===== src/rtl/serial_arith_pkg.sv =====
// Shared definitions for the bit-serial arithmetic blocks: FSM encoding,
// default operand width and a constant-width helper.
package serial_arith_pkg;

  localparam logic [1:0] ST_IDLE = 2'd0;
  localparam logic [1:0] ST_RUN  = 2'd1;
  localparam logic [1:0] ST_DONE = 2'd2;

  localparam int DEFAULT_WIDTH = 8;

  typedef enum logic [1:0] {
    S_IDLE = ST_IDLE,
    S_RUN  = ST_RUN,
    S_DONE = ST_DONE
  } state_t;

  // Number of bits needed to hold values 0 .. value-1.
  function automatic int clog2(input int value);
    int r;
    r = 0;
    for (int i = 0; i < 32; i++) begin
      if ((1 << i) < value) r = i + 1;
    end
    return r;
  endfunction

endpackage


===== src/rtl/full_subtractor.sv =====
// One-bit full subtractor: d = x - y - bin, bout set when the bit borrows.
module full_subtractor (
  input  logic x,
  input  logic y,
  input  logic bin,
  output logic d,
  output logic bout
);

  assign d    = x ^ y ^ bin;
  assign bout = (~x & y) | (~(x ^ y) & bin);

endmodule


===== src/rtl/serial_subtractor.sv =====
// Bit-serial ripple-borrow subtractor: a - b - bin, one bit per clock, LSB
// first, through a single full-subtractor cell and a registered borrow.
module serial_subtractor
  import serial_arith_pkg::*;
#(
  parameter int WIDTH = DEFAULT_WIDTH
) (
  input  logic             clk,
  input  logic             rst_n,
  input  logic             start,
  input  logic [WIDTH-1:0] a,
  input  logic [WIDTH-1:0] b,
  input  logic             bin,
  output logic             busy,
  output logic             done,
  output logic [WIDTH-1:0] diff,
  output logic             b_out
);

  localparam int CNT_W = clog2(WIDTH + 1);
  localparam logic [CNT_W-1:0] LAST_BIT = CNT_W'(WIDTH - 1);

  state_t           state;
  logic [WIDTH-1:0] a_sr;
  logic [WIDTH-1:0] b_sr;
  logic [WIDTH-1:0] res_sr;
  logic [CNT_W-1:0] cnt;
  logic             br;
  logic             d_bit;
  logic             bout_bit;
  logic [WIDTH-1:0] res_next;

  full_subtractor u_cell (
    .x    (a_sr[0]),
    .y    (b_sr[0]),
    .bin  (br),
    .d    (d_bit),
    .bout (bout_bit)
  );

  // Result bits enter at the MSB so bit 0 lands at the LSB after WIDTH shifts.
  assign res_next = {d_bit, res_sr[WIDTH-1:1]};

  always_ff @(posedge clk or negedge rst_n) begin
    if (!rst_n) begin
      state  <= S_IDLE;
      busy   <= 1'b0;
      done   <= 1'b0;
      diff   <= '0;
      b_out  <= 1'b0;
      a_sr   <= '0;
      b_sr   <= '0;
      res_sr <= '0;
      cnt    <= '0;
      br     <= 1'b0;
    end else begin
      case (state)
        S_IDLE: begin
          if (start) begin
            a_sr  <= a;
            b_sr  <= b;
            br    <= bin;
            cnt   <= '0;
            busy  <= 1'b1;
            state <= S_RUN;
          end
        end
        S_RUN: begin
          a_sr   <= a_sr >> 1;
          b_sr   <= b_sr >> 1;
          res_sr <= res_next;
          br     <= bout_bit;
          cnt    <= cnt + CNT_W'(1);
          if (cnt == LAST_BIT) begin
            diff  <= res_next;
            b_out <= bout_bit;
            done  <= 1'b1;
            busy  <= 1'b0;
            state <= S_DONE;
          end
        end
        S_DONE: begin
          done <= 1'b0;
          // A start here chains straight into the next operation.
          if (start) begin
            a_sr  <= a;
            b_sr  <= b;
            br    <= bin;
            cnt   <= '0;
            busy  <= 1'b1;
            state <= S_RUN;
          end else begin
            state <= S_IDLE;
          end
        end
        default: begin
          state <= S_IDLE;
          busy  <= 1'b0;
          done  <= 1'b0;
        end
      endcase
    end
  end

endmodule


===== config.mk =====
export PLATFORM = sky130hd
export DESIGN_NAME = serial_subtractor
export DESIGN_NICKNAME = d
export VERILOG_FILES = /design/src/rtl/serial_arith_pkg.sv /design/src/rtl/full_subtractor.sv /design/src/rtl/serial_subtractor.sv
export SDC_FILE = /design/constraint.sdc
export NUM_CORES = 1
export LEC_CHECK = 0
export CORE_UTILIZATION = 30
export DETAILED_ROUTE_END_ITERATION = 10
export SKIP_CTS_REPAIR_TIMING = 1
export SYNTH_ARGS = -nofsm -noshare
export SYNTH_HDL_FRONTEND = slang
export SYNTH_HIERARCHICAL = 1
export SYNTH_SLANG_ARGS = --single-unit

===== constraint.sdc =====
create_clock -name clk -period 5.9 [get_ports clk]
set_input_delay 1.475 -clock clk [delete_from_list [all_inputs] [get_ports clk]]
set_output_delay 1.475 -clock clk [all_outputs]
set_load 0.01 [all_outputs]

==> images/port_trees.png <==
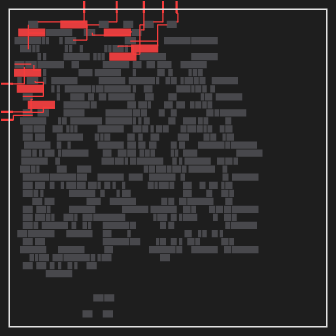
diff: in red, bits 8, direction output, end cells 8, buffers 8, wire 194 um.

==> images/m1.png <==
Supply wires on this layer in grey.
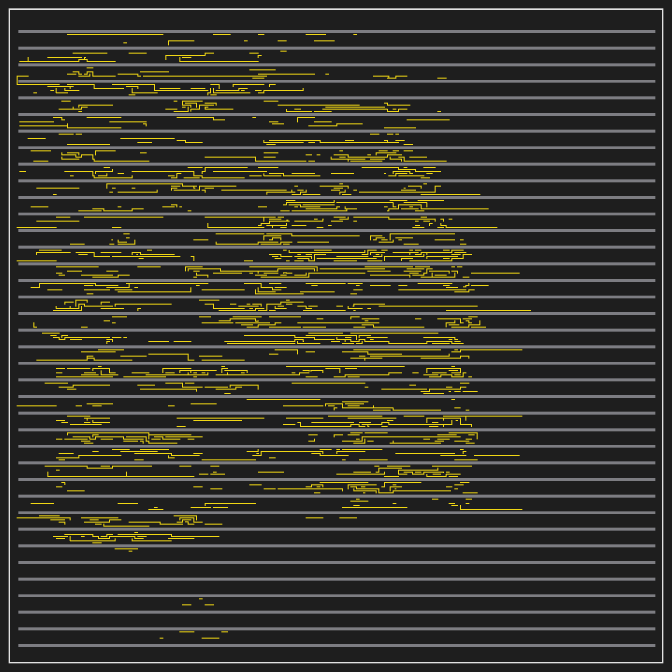
The layer holds 48% of the routed length. The layer carries 3180 um of wire. 341 nets have wire on it. The longest straight run is 23.9 um.

==> images/class_map.png <==
Bar = 20 um. Fill, decap, tap and diode cells in grey.
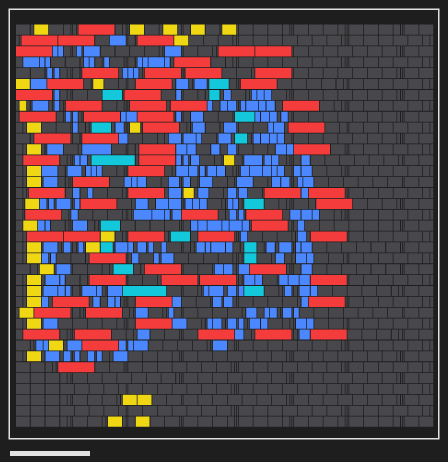
registers: in red, cells 69, share of their area 46%. clock drivers and dummy loads: in cyan, cells 16, share of their area 6.0%. remaining logic cells: in blue, cells 241, share of their area 40%. remaining buffers and delay cells: in yellow, cells 34, share of their area 8.6%.
cell area after layout: 0.00395 sq mm
floorplan row count: 37

==> images/util_map.png <==
11 x 11 tiles, from white (low) to dark blue (high), 0 to 100% covered.
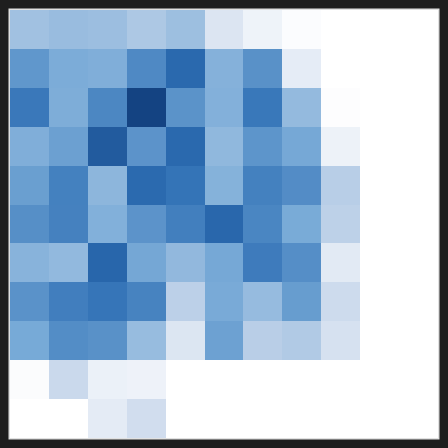
5.8% of the tiles are over 75% full. The fullest tile reaches 92%. 32% of the tiles are nearly empty. The mean over all tiles is 33%.
fp util: 0.314
core utilization of the finished layout: 0.376

==> impl_metrics.json <==
{
  "taps": 136,
  "p_int_w": 0.00108,
  "crit_end": "cnt[23]$_DFFE_PN0P_",
  "ys_top_logic_family": "simple AND/OR/NAND/NOR gates",
  "worst_slack_ns": 2.25,
  "setup_viol": 0,
  "grt_pass1_wl_um": 12000,
  "busiest_layer": "met2",
  "die_w_um": 107,
  "dp_slack_ns": 1.87,
  "p_sw_frac": 0.341,
  "adder_share": 0.00986,
  "p_total_w": 0.00164,
  "edf_count": 0,
  "cts.sinks": 69,
  "gp_congestion": 0.794,
  "layout-drive-gt1-share": 0.0944,
  "clkPwrFrac": 0.270,
  "r2r_end": "cnt[23]$_DFFE_PN0P_",
  "syn_to_final_growth_pct": 19.6,
  "powerClk_w": 0.000443,
  "min_period_ns": 3.65,
  "overflow": 0,
  "crit_path_start_kind": "primary input",
  "critPathArrivalTime_ns": 3.91,
  "inverters_excl_clock": 8,
  "wl_per_cell_um": 13.4,
  "maxSlewHeadroom": 0.296,
  "cts_buffer_depth": 2,
  "dieArea_sq_mm": 0.0114,
  "seqCellArea_sq_mm": 0.00173,
  "fp_nets": 350,
  "r2r_cells": 5,
  "ys.flops": 69,
  "gr-usage-met3": 0.0347,
  "avgSynthCellArea_sq_um": 10.1,
  "yosys-stat-cells": 328,
  "worstSkewPairLatency_ns": 0.34,
  "share_comb_of_total_power": 0.290,
  "ys_sh_mux": 0.0883,
  "yosysMostFrequentCell": "dfrtp_1",
  "p_per_area_mw_per_mm2": 415,
  "drtIter0Drc": 112,
  "powerSeq_w": 0.000721,
  "leakage_nw": 1.70,
  "first_pass_iters": 4,
  "holdPathStages": 2,
  "ctsRootBufferMaster": "clkbuf_8",
  "hold_start": "b_sr[1]$_DFFE_PN0P_",
  "yosysWarnings": 6,
  "final-comb-area_sq_mm": 0.00147,
  "clk_share": 0.0574,
  "wl_met2_um": 3090,
  "drt-total-wl_um": 6640,
  "ir_drop_uv": 236,
  "status": "finished, final reports clean",
  "aoi_share": 0.123,
  "seq_share": 0.437,
  "min_path_type": "flip-flop to flip-flop",
  "grt_util_all_layers": 0.132,
  "crit_required_ns": 6.16,
  "n_clock_buffer": 9,
  "comb_share": 0.372,
  "critPathCaptureType": "flip-flop",
  "grt_max_degree": 57,
  "place_hpwl_um": 4500,
  "routed-wl-met3_um": 255,
  "ys_seq_frac": 0.523,
  "critical_path.max_fanout": 21,
  "synthFlopType": "dfrtp_1",
  "path_class": "primary input to flip-flop",
  "worstMarginPinSlew_ns": 1.05,
  "ant_nets": 0,
  "period_used_share": 0.618,
  "grt_antenna_before_repair": 0,
  "largest_register_ffs": 32,
  "top_cells_by_area": "dfrtp_1, nand2_1, mux2i_1",
  "rsz0062_at_grt": "false",
  "yosysUniqueCellTypes": 39,
  "fin_skew_ns": 0.00795,
  "largestPowerGroup": "registers"
}
==> worst max-delay path, delay by kind of cell <==
family / cells / cell delay [ns]
AND/OR/NAND/NOR: 2 / 1.26
AND-OR/OR-AND: 2 / 0.69
buffers and inverters: 1 / 0.47
==> stage by stage <==
step / instance area, sq um / std cells
2_1_floorplan: 3300 / 328
3_3_place_gp: 3720 / 480
4_1_cts: 3950 / 496
6_report: 3950 / 496
3_5_place_dp: 3720 / 480
5_1_grt: 3950 / 496
==> cells in the final DEF, fill, tap and decap left out, drive strengths merged <==
| master | netlist | routed |
|---|---|---|
| fa | 1 | 1 |
| clkbuf | 12 | 9 |
| nor3 | 2 | 2 |
| and4 | 3 | 3 |
| clkinvlp | 0 | 1 |
| o2111ai | 5 | 5 |
| nor4 | 11 | 11 |
| nand3 | 7 | 7 |
| xor2 | 5 | 5 |
| a21o | 1 | 1 |
| dfrtp | 69 | 69 |
| inv | 8 | 12 |
| or3 | 6 | 6 |
| mux2i | 19 | 19 |
| a22o | 3 | 3 |
| a211oi | 1 | 1 |
| a21oi | 18 | 18 |
| ha | 1 | 1 |
| o311ai | 1 | 1 |
| nor2 | 12 | 12 |
| o211ai | 1 | 1 |
| o21ai | 26 | 26 |
| nor4bb | 1 | 1 |
| bufinv | 0 | 2 |
| buf | 6 | 5 |
| nand2 | 52 | 52 |
| and3 | 4 | 4 |
| nand4 | 11 | 11 |
| clkdlybuf4s50 | 0 | 29 |
| nand2b | 6 | 6 |
| mux2 | 9 | 9 |
| or4 | 10 | 10 |
| nor2b | 2 | 2 |
| a2111oi | 1 | 1 |
| xnor2 | 4 | 4 |
| o31ai | 9 | 9 |
| a21boi | 1 | 1 |
